File: src/rtl/alu_ctrl_pkg.sv
// Shared definitions for the ALU/register-bank control sequencer:
// opcodes, FSM encoding, instruction field positions and control bundles.
package alu_ctrl_pkg;

  localparam logic [3:0] OP_NOP   = 4'h0;
  localparam logic [3:0] OP_ALU   = 4'h1;
  localparam logic [3:0] OP_LOAD  = 4'h2;
  localparam logic [3:0] OP_STORE = 4'h3;
  localparam logic [3:0] OP_LDK   = 4'h4;
  localparam logic [3:0] OP_JMP   = 4'h5;
  localparam logic [3:0] OP_JZ    = 4'h6;
  localparam logic [3:0] OP_JC    = 4'h7;
  localparam logic [3:0] OP_HALT  = 4'hF;

  localparam logic [5:0] REG_NONE = 6'd0;

  localparam int F_OP_HI   = 31;
  localparam int F_OP_LO   = 28;
  localparam int F_ALUC_HI = 27;
  localparam int F_ALUC_LO = 24;
  localparam int F_A_HI    = 23;
  localparam int F_A_LO    = 18;
  localparam int F_B_HI    = 17;
  localparam int F_B_LO    = 12;
  localparam int F_C_HI    = 11;
  localparam int F_C_LO    = 6;
  localparam int F_SH_HI   = 5;
  localparam int F_SH_LO   = 4;
  localparam int F_CY      = 3;
  localparam int F_R_HI    = 27;
  localparam int F_R_LO    = 22;
  localparam int F_DA_HI   = 9;
  localparam int F_DA_LO   = 0;
  localparam int F_K_HI    = 15;
  localparam int F_K_LO    = 0;

  typedef enum logic [1:0] {
    ST_IDLE  = 2'd0,
    ST_FETCH = 2'd1,
    ST_EXEC  = 2'd2,
    ST_HALT  = 2'd3
  } state_t;

  typedef struct packed {
    logic [3:0]  aluc;
    logic [5:0]  sel_a;
    logic [5:0]  sel_b;
    logic [5:0]  sel_c;
    logic [1:0]  shifter;
    logic        cy_in;
    logic        kmx_sel;
    logic [15:0] kmx;
    logic [9:0]  daddr;
    logic        mw;
    logic        mr;
  } ctrl_t;

  typedef struct packed {
    logic alu;
    logic jmp;
    logic jz;
    logic jc;
    logic halt;
    logic illegal;
  } flow_t;

endpackage

File: src/rtl/ctrl_decode.sv
// Combinational instruction decoder: instruction word to datapath control
// bundle plus program-flow flags. An all-zero word decodes as a NOP.
module ctrl_decode
  import alu_ctrl_pkg::*;
#(
  parameter int IW = 32
) (
  input  logic [IW-1:0] ir,
  input  logic          cf,
  output ctrl_t         ctrl,
  output flow_t         flow
);

  logic [3:0] op_s;

  assign op_s = ir[F_OP_HI:F_OP_LO];

  // Opcode decode into control bundle and flow flags
  always_comb begin
    ctrl = '0;
    flow = '0;
    case (op_s)
      OP_NOP: begin
        ctrl = '0;
      end
      OP_ALU: begin
        flow.alu      = 1'b1;
        ctrl.aluc     = ir[F_ALUC_HI:F_ALUC_LO];
        ctrl.sel_a    = ir[F_A_HI:F_A_LO];
        ctrl.sel_b    = ir[F_B_HI:F_B_LO];
        ctrl.sel_c    = ir[F_C_HI:F_C_LO];
        ctrl.shifter  = ir[F_SH_HI:F_SH_LO];
        ctrl.cy_in    = ir[F_CY] ? cf : 1'b0;
      end
      OP_LOAD: begin
        ctrl.sel_c    = ir[F_R_HI:F_R_LO];
        ctrl.daddr    = ir[F_DA_HI:F_DA_LO];
        ctrl.mr       = 1'b1;
      end
      OP_STORE: begin
        ctrl.sel_b    = ir[F_R_HI:F_R_LO];
        ctrl.daddr    = ir[F_DA_HI:F_DA_LO];
        ctrl.mw       = 1'b1;
      end
      OP_LDK: begin
        ctrl.sel_c    = ir[F_R_HI:F_R_LO];
        ctrl.kmx      = ir[F_K_HI:F_K_LO];
        ctrl.kmx_sel  = 1'b1;
      end
      OP_JMP:  flow.jmp  = 1'b1;
      OP_JZ:   flow.jz   = 1'b1;
      OP_JC:   flow.jc   = 1'b1;
      OP_HALT: flow.halt = 1'b1;
      default: begin
        // 8..E: behaves as NOP, only the illegal flag is raised
        flow.illegal = 1'b1;
      end
    endcase
  end

endmodule

File: src/rtl/alu_reg_ctrl_seq.sv
// Two-cycle fetch/execute sequencer driving the ALU/register/memory datapath.
// Holds the FSM, program counter, zero/carry flags and sticky error flag.
module alu_reg_ctrl_seq
  import alu_ctrl_pkg::*;
#(
  parameter int PC_W = 10,
  parameter int IW   = 32
) (
  input  logic            CLK,
  input  logic            RESET_N,
  input  logic            START,
  output logic [PC_W-1:0] IADDR,
  output logic            IREQ,
  input  logic [IW-1:0]   IDATA,
  output logic [15:0]     Y_KMx_OUT,
  output logic [9:0]      DAddr,
  output logic            MW,
  output logic            MR,
  output logic            Y_X_Kmx_Sel,
  output logic [1:0]      Shifter_Sel,
  output logic [3:0]      ALUC,
  output logic            CY_TO_ALU,
  input  logic            CY_FROM_ALU,
  input  logic [15:0]     W_Block1,
  output logic [5:0]      SEL_A_RB,
  output logic [5:0]      SEL_B_RB,
  output logic [5:0]      C_SEL_RB,
  output logic            HALTED,
  output logic            ERR
);

  state_t          state_r, state_nxt_s;
  logic [PC_W-1:0] pc_r, pc_nxt_s;
  logic            cf_r, cf_nxt_s;
  logic            zf_r, zf_nxt_s;
  logic            err_r, err_nxt_s;
  logic [IW-1:0]   ir_s;
  ctrl_t           ctrl_s;
  flow_t           flow_s;
  logic            taken_s;

  // Outside EXEC the decoder sees a NOP, so every control falls to zero
  assign ir_s = (state_r == ST_EXEC) ? IDATA : '0;

  ctrl_decode #(.IW(IW)) u_decode (
    .ir   (ir_s),
    .cf   (cf_r),
    .ctrl (ctrl_s),
    .flow (flow_s)
  );

  assign taken_s = flow_s.jmp | (flow_s.jz & zf_r) | (flow_s.jc & cf_r);

  // State, PC, flags and error register with synchronous reset
  always_ff @(posedge CLK) begin
    if (!RESET_N) begin
      state_r <= ST_IDLE;
      pc_r    <= '0;
      cf_r    <= 1'b0;
      zf_r    <= 1'b0;
      err_r   <= 1'b0;
    end else begin
      state_r <= state_nxt_s;
      pc_r    <= pc_nxt_s;
      cf_r    <= cf_nxt_s;
      zf_r    <= zf_nxt_s;
      err_r   <= err_nxt_s;
    end
  end

  // Next-state, PC sequencing and flag update
  always_comb begin
    state_nxt_s = state_r;
    pc_nxt_s    = pc_r;
    cf_nxt_s    = cf_r;
    zf_nxt_s    = zf_r;
    err_nxt_s   = err_r | flow_s.illegal;
    case (state_r)
      ST_IDLE, ST_HALT: begin
        if (START) begin
          state_nxt_s = ST_FETCH;
          pc_nxt_s    = '0;
        end else begin
          state_nxt_s = state_r;
        end
      end
      ST_FETCH: begin
        state_nxt_s = ST_EXEC;
      end
      ST_EXEC: begin
        if (flow_s.alu) begin
          cf_nxt_s = CY_FROM_ALU;
          zf_nxt_s = (W_Block1 == 16'h0000);
        end else begin
          cf_nxt_s = cf_r;
          zf_nxt_s = zf_r;
        end
        // Jump conditions use flags as they stood before this instruction
        if (taken_s) begin
          pc_nxt_s = ir_s[PC_W-1:0];
        end else begin
          pc_nxt_s = pc_r + {{(PC_W-1){1'b0}}, 1'b1};
        end
        if (flow_s.halt) begin
          state_nxt_s = ST_HALT;
        end else begin
          state_nxt_s = ST_FETCH;
        end
      end
      default: begin
        state_nxt_s = ST_IDLE;
      end
    endcase
  end

  assign IADDR       = pc_r;
  assign IREQ        = (state_r == ST_FETCH);
  assign HALTED      = (state_r == ST_HALT);
  assign ERR         = err_r;
  assign Y_KMx_OUT   = ctrl_s.kmx;
  assign DAddr       = ctrl_s.daddr;
  assign MW          = ctrl_s.mw;
  assign MR          = ctrl_s.mr;
  assign Y_X_Kmx_Sel = ctrl_s.kmx_sel;
  assign Shifter_Sel = ctrl_s.shifter;
  assign ALUC        = ctrl_s.aluc;
  assign CY_TO_ALU   = ctrl_s.cy_in;
  assign SEL_A_RB    = ctrl_s.sel_a;
  assign SEL_B_RB    = ctrl_s.sel_b;
  assign C_SEL_RB    = ctrl_s.sel_c;

endmodule

File: config.mk
export PLATFORM = sky130hd
export DESIGN_NAME = alu_reg_ctrl_seq
export DESIGN_NICKNAME = d
export VERILOG_FILES = /design/src/rtl/alu_ctrl_pkg.sv /design/src/rtl/ctrl_decode.sv /design/src/rtl/alu_reg_ctrl_seq.sv
export SDC_FILE = /design/constraint.sdc
export NUM_CORES = 1
export LEC_CHECK = 0
export ABC_AREA = 1
export ABC_CLOCK_PERIOD_IN_PS = 2300
export CORE_AREA = 2 2 70 72
export CTS_BUF_LIST = sky130_fd_sc_hd__clkbuf_2
export DETAILED_ROUTE_END_ITERATION = 8
export DIE_AREA = 0 0 72 74
export PLACE_DENSITY = 0.91
export SETUP_SLACK_MARGIN = 0.1
export SLEW_MARGIN = 40
export SYNTH_ARGS = -nofsm -noshare
export SYNTH_HDL_FRONTEND = slang
export SYNTH_SLANG_ARGS = --single-unit
File: constraint.sdc
create_clock -name CLK -period 2.3 [get_ports CLK]
set_input_delay 0.23 -clock CLK [delete_from_list [all_inputs] [get_ports CLK]]
set_output_delay 0.23 -clock CLK [all_outputs]
set_load 0.03 [all_outputs]
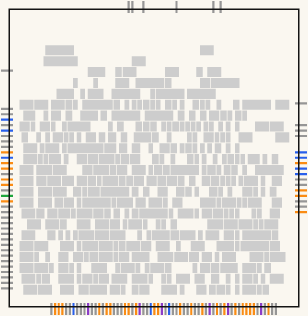
pins.png
Drawn at 4 px/um. Pins as bars across the die edge, other pins in grey.
orange -> IDATA  # pins 32, direction input, edge 22 bottom, 6 left, 4 right
blue -> DAddr  # pins 10, direction output, edge 4 right, 3 left, 3 bottom
green -> Y_X_Kmx_Sel  # pins 1, direction output, edge left
purple -> C_SEL_RB  # pins 6, direction output, edge bottom
all pins by edge = 62 bottom, 35 left, 16 right, 6 top
# port buffers: 118
Die Wd: 72 um

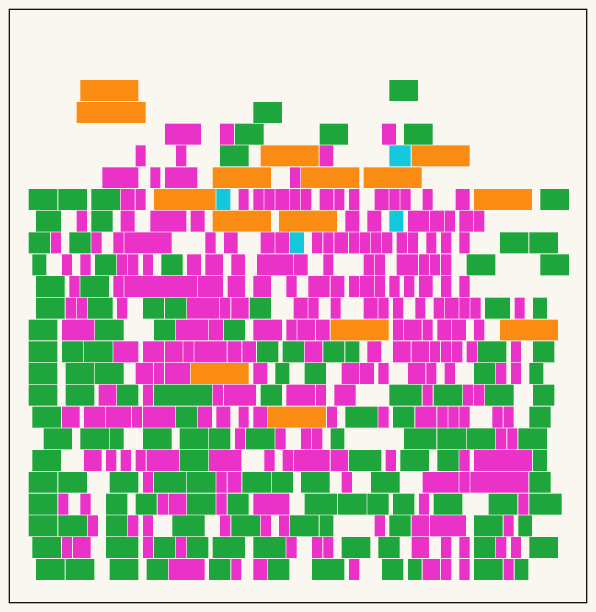
cell_classes.png
Drawn at 8 px/um.
cyan -> clock drivers and dummy loads  # cells 4
magenta -> all other logic  # cells 241
orange -> flip-flops  # cells 15
green -> other buffers and delay cells  # cells 135

==> results.sh <==
# implementation run metrics
export IMPL_status="finished clean"
export IMPL_r2r_start="state_r[0]$_SDFFE_PN0P_"
export IMPL_seqPwrFrac=0.380
export IMPL_ff2ff_path_depth=10
export IMPL_nNetsFinal=453
export IMPL_cts_setup_buffers=5
export IMPL_cap_violations=0
export IMPL_clockPowerShare=0.202
export IMPL_relSlewSlack=0.7026
export IMPL_yosys_warnings=0
export IMPL_max_freq_mhz=449.2
export IMPL_worstPathMaxFanout=16
export IMPL_nNonClkInverters=35
export IMPL_syn_area_per_cell_um2=5.694
export IMPL_ios=119
export IMPL_wl_met3_um=373
export IMPL_setup_viol=0
export IMPL_area_leaders="dfxtp_1, nand2_1, nor2_1, inv_1, nand3_1"
export IMPL_comb_cell_share=0.3920
export IMPL_ys_sh_aoi=0.1426
export IMPL_nonClkBufAreaFrac=0.4185
export IMPL_rsz0062_at_grt="true"
export IMPL_fin_total_pwr_uw=721.5
export IMPL_place_area_mm2=0.002685
export IMPL_setup_slack_ps=73.64
export IMPL_grt_pass1_wl_mm=9.942
export IMPL_min_from="ERR$_SDFF_PN0_"
export IMPL_crit_arrival_ps=2000
export IMPL_required_ps=2070
export IMPL_warning_count=32
export IMPL_cts_tree="yes"
export IMPL_place_ws_ps=-4.300
export IMPL_drt_initial_drc_count=131
export IMPL_crit_slowest_cell="dfxtp_2"
export IMPL_ys_cells=265
export IMPL_largest_class="non-clock buffers"
export IMPL_clock_root_buffer="clkbuf_2"
export IMPL_ir_drop_uv=217.5
export IMPL_clockBufferDepth=2
export IMPL_async_reset_ff_frac=0
export IMPL_combGateArea_mm2=0.001131
export IMPL_min_path_type="reg -> reg"
export IMPL_grt_busiest_layer="met2"
export IMPL_rrSetupSlack_ps=490
export IMPL_hold_buffers=0
export IMPL_final_cell_area_mm2=0.002885
export IMPL_track_usage=0.2338
export IMPL_power_clock_uw=146
export IMPL_yosysTopAreaCellShare=0.1990
export IMPL_largest_register_ffs=10
export IMPL_ys_seq_frac=0.1990
export IMPL_crit_path_end_kind="output port"
export IMPL_top_layer="met4"
export IMPL_synth_simple_area_share=0.4917
export IMPL_yosys_cell_count_top_type="nand2_1"
export IMPL_overflow=0
export IMPL_grt_pass1_vias=2147
export IMPL_antennaDiodeCount=0
export IMPL_fillers=400
export IMPL_clkTransAtPathRegs_ps=190
export IMPL_postRouteAntennaNets=0
export IMPL_synth_cell_types=27
export IMPL_yosys_top_cells_count="nand2_1, nor2_1, inv_1"
export IMPL_antenna_found_initial=0
export IMPL_comb_cells=206
export IMPL_flop_cell="dfxtp_1"
export IMPL_rows=25
export IMPL_final_util=0.6275
export IMPL_critPathBufInv=4
export IMPL_place_inst=437
export IMPL_edf_count=0
export IMPL_cts_buffers=3
export IMPL_ctsResizeCount=59
export IMPL_synth_adder_area_share=0.04146
export IMPL_grt_max_degree=21
export IMPL_firstDrtPassIters=4
export IMPL_syn_to_final_growth_pct=91.21
export IMPL_xor_area_frac=0
export IMPL_setup_worst_path_start="state_r[0]$_SDFFE_PN0P_"
export IMPL_intPower_uw=453.0
export IMPL_drt_wl_total_mm=6.625
export IMPL_holdPathEnd="ERR$_SDFF_PN0_"
export IMPL_tightest_slew_ps=446.1
export IMPL_drcViolationCount=0
export IMPL_hold_violations=0
export IMPL_viasPerCell=5.122
export IMPL_synth_area_leader_cell="dfxtp_1"
export IMPL_fin_cells=449
export IMPL_power_switching_uw=268.5
export IMPL_powerSeq_uw=274
export IMPL_synth_seq_cells=15
export IMPL_sh_seq_area=0.1058
export IMPL_dieArea_mm2=0.005328
export IMPL_n_tap_cell=54
export IMPL_holdPathStages=2
export IMPL_maxPowerGroup="combinational logic"
export IMPL_swShare=0.3721
export IMPL_drive_gt1_frac=0.2684
export IMPL_use_met1=0.2731
export IMPL_core_mm2=0.004598
export IMPL_pwr_density_cell_mw_per_mm2=250.1
export IMPL_crit_chain="inv_2, ha_4, nand2_4, buf_4, nor2_4, nand2_2, nor2_4, inv_6, nor2_1, buf_4"
export IMPL_worst_path_largest_cell_delay_ps=370
export IMPL_h_tree_depth=1
export IMPL_flops=15
export IMPL_syn_num_nets=322
export IMPL_wl_per_cell_um=14.76
export IMPL_endpoint="Y_KMx_OUT[5]"
export IMPL_comb_power_share=0.419
export IMPL_clkCellAreaFrac=0.007806
export IMPL_cp_depth=10
export IMPL_place_gp_congestion=0.8819
export IMPL_critPathTopFamily="simple AND/OR/NAND/NOR gates"
export IMPL_synth_mux_area_fraction=0
export IMPL_worstSkewPairLatency_ps=320
export IMPL_slew_viol_final=0
export IMPL_period_used=0.9680
export IMPL_mappedNetlistArea_mm2=0.001509
export IMPL_use_met3=0.04472
export IMPL_regArea_um2=305.3
export IMPL_place_hpwl_mm=4.721
export IMPL_n_all_buffers=135
export IMPL_final_cell_mix="nand2_1, clkdlybuf4s50_1, nor2_1, buf_4, inv_1"
export IMPL_num_vias=2300
export IMPL_ys_area_mm2=0.001509
export IMPL_fp_utilization=0.3282
export IMPL_holdWs_ps=502.2
export IMPL_min_period_ps=2226
export IMPL_setup_tns_ps=0
export IMPL_synthCells=265
export IMPL_crit_type="reg -> out"
export IMPL_worstReg2RegEnd="IADDR[1]$_SDFFE_PN0P_"
export IMPL_cp_start_kind="register"
export IMPL_pg_comb_uw=302
export IMPL_p_leak_uw=0.001185
export IMPL_fin_worst_skew_ps=17.90
export IMPL_met2_usage=0.4424
export IMPL_wl_met1_mm=2.683
export IMPL_synthTopLogicFamily="simple AND/OR/NAND/NOR gates"
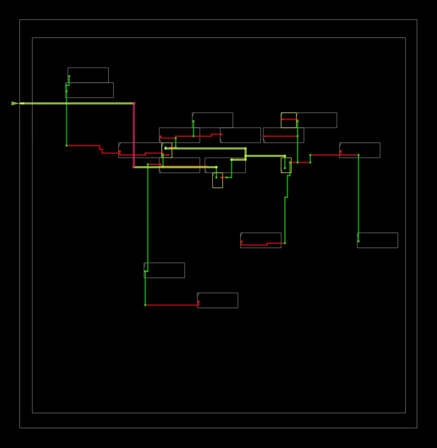
final_clocks.png
Num Clock Sinks: 15
CLK BUF: 3

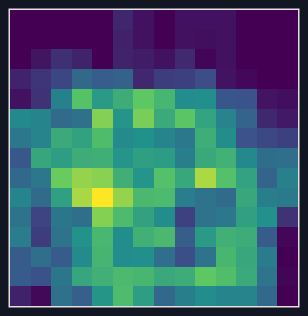
wire_density.png
Drawn at 4 px/um. The die is cut into 14 by 15 equal tiles; dark purple is low, yellow is high, scaled to the fullest tile. Values are wire area over tile area, all layers added.
tiles over half the peak = 32%
fullest tile = 0.54
nearly empty tiles = 14%
mean over tiles = 0.20
densest ninth of the die = middle
emptiest ninth of the die = top right

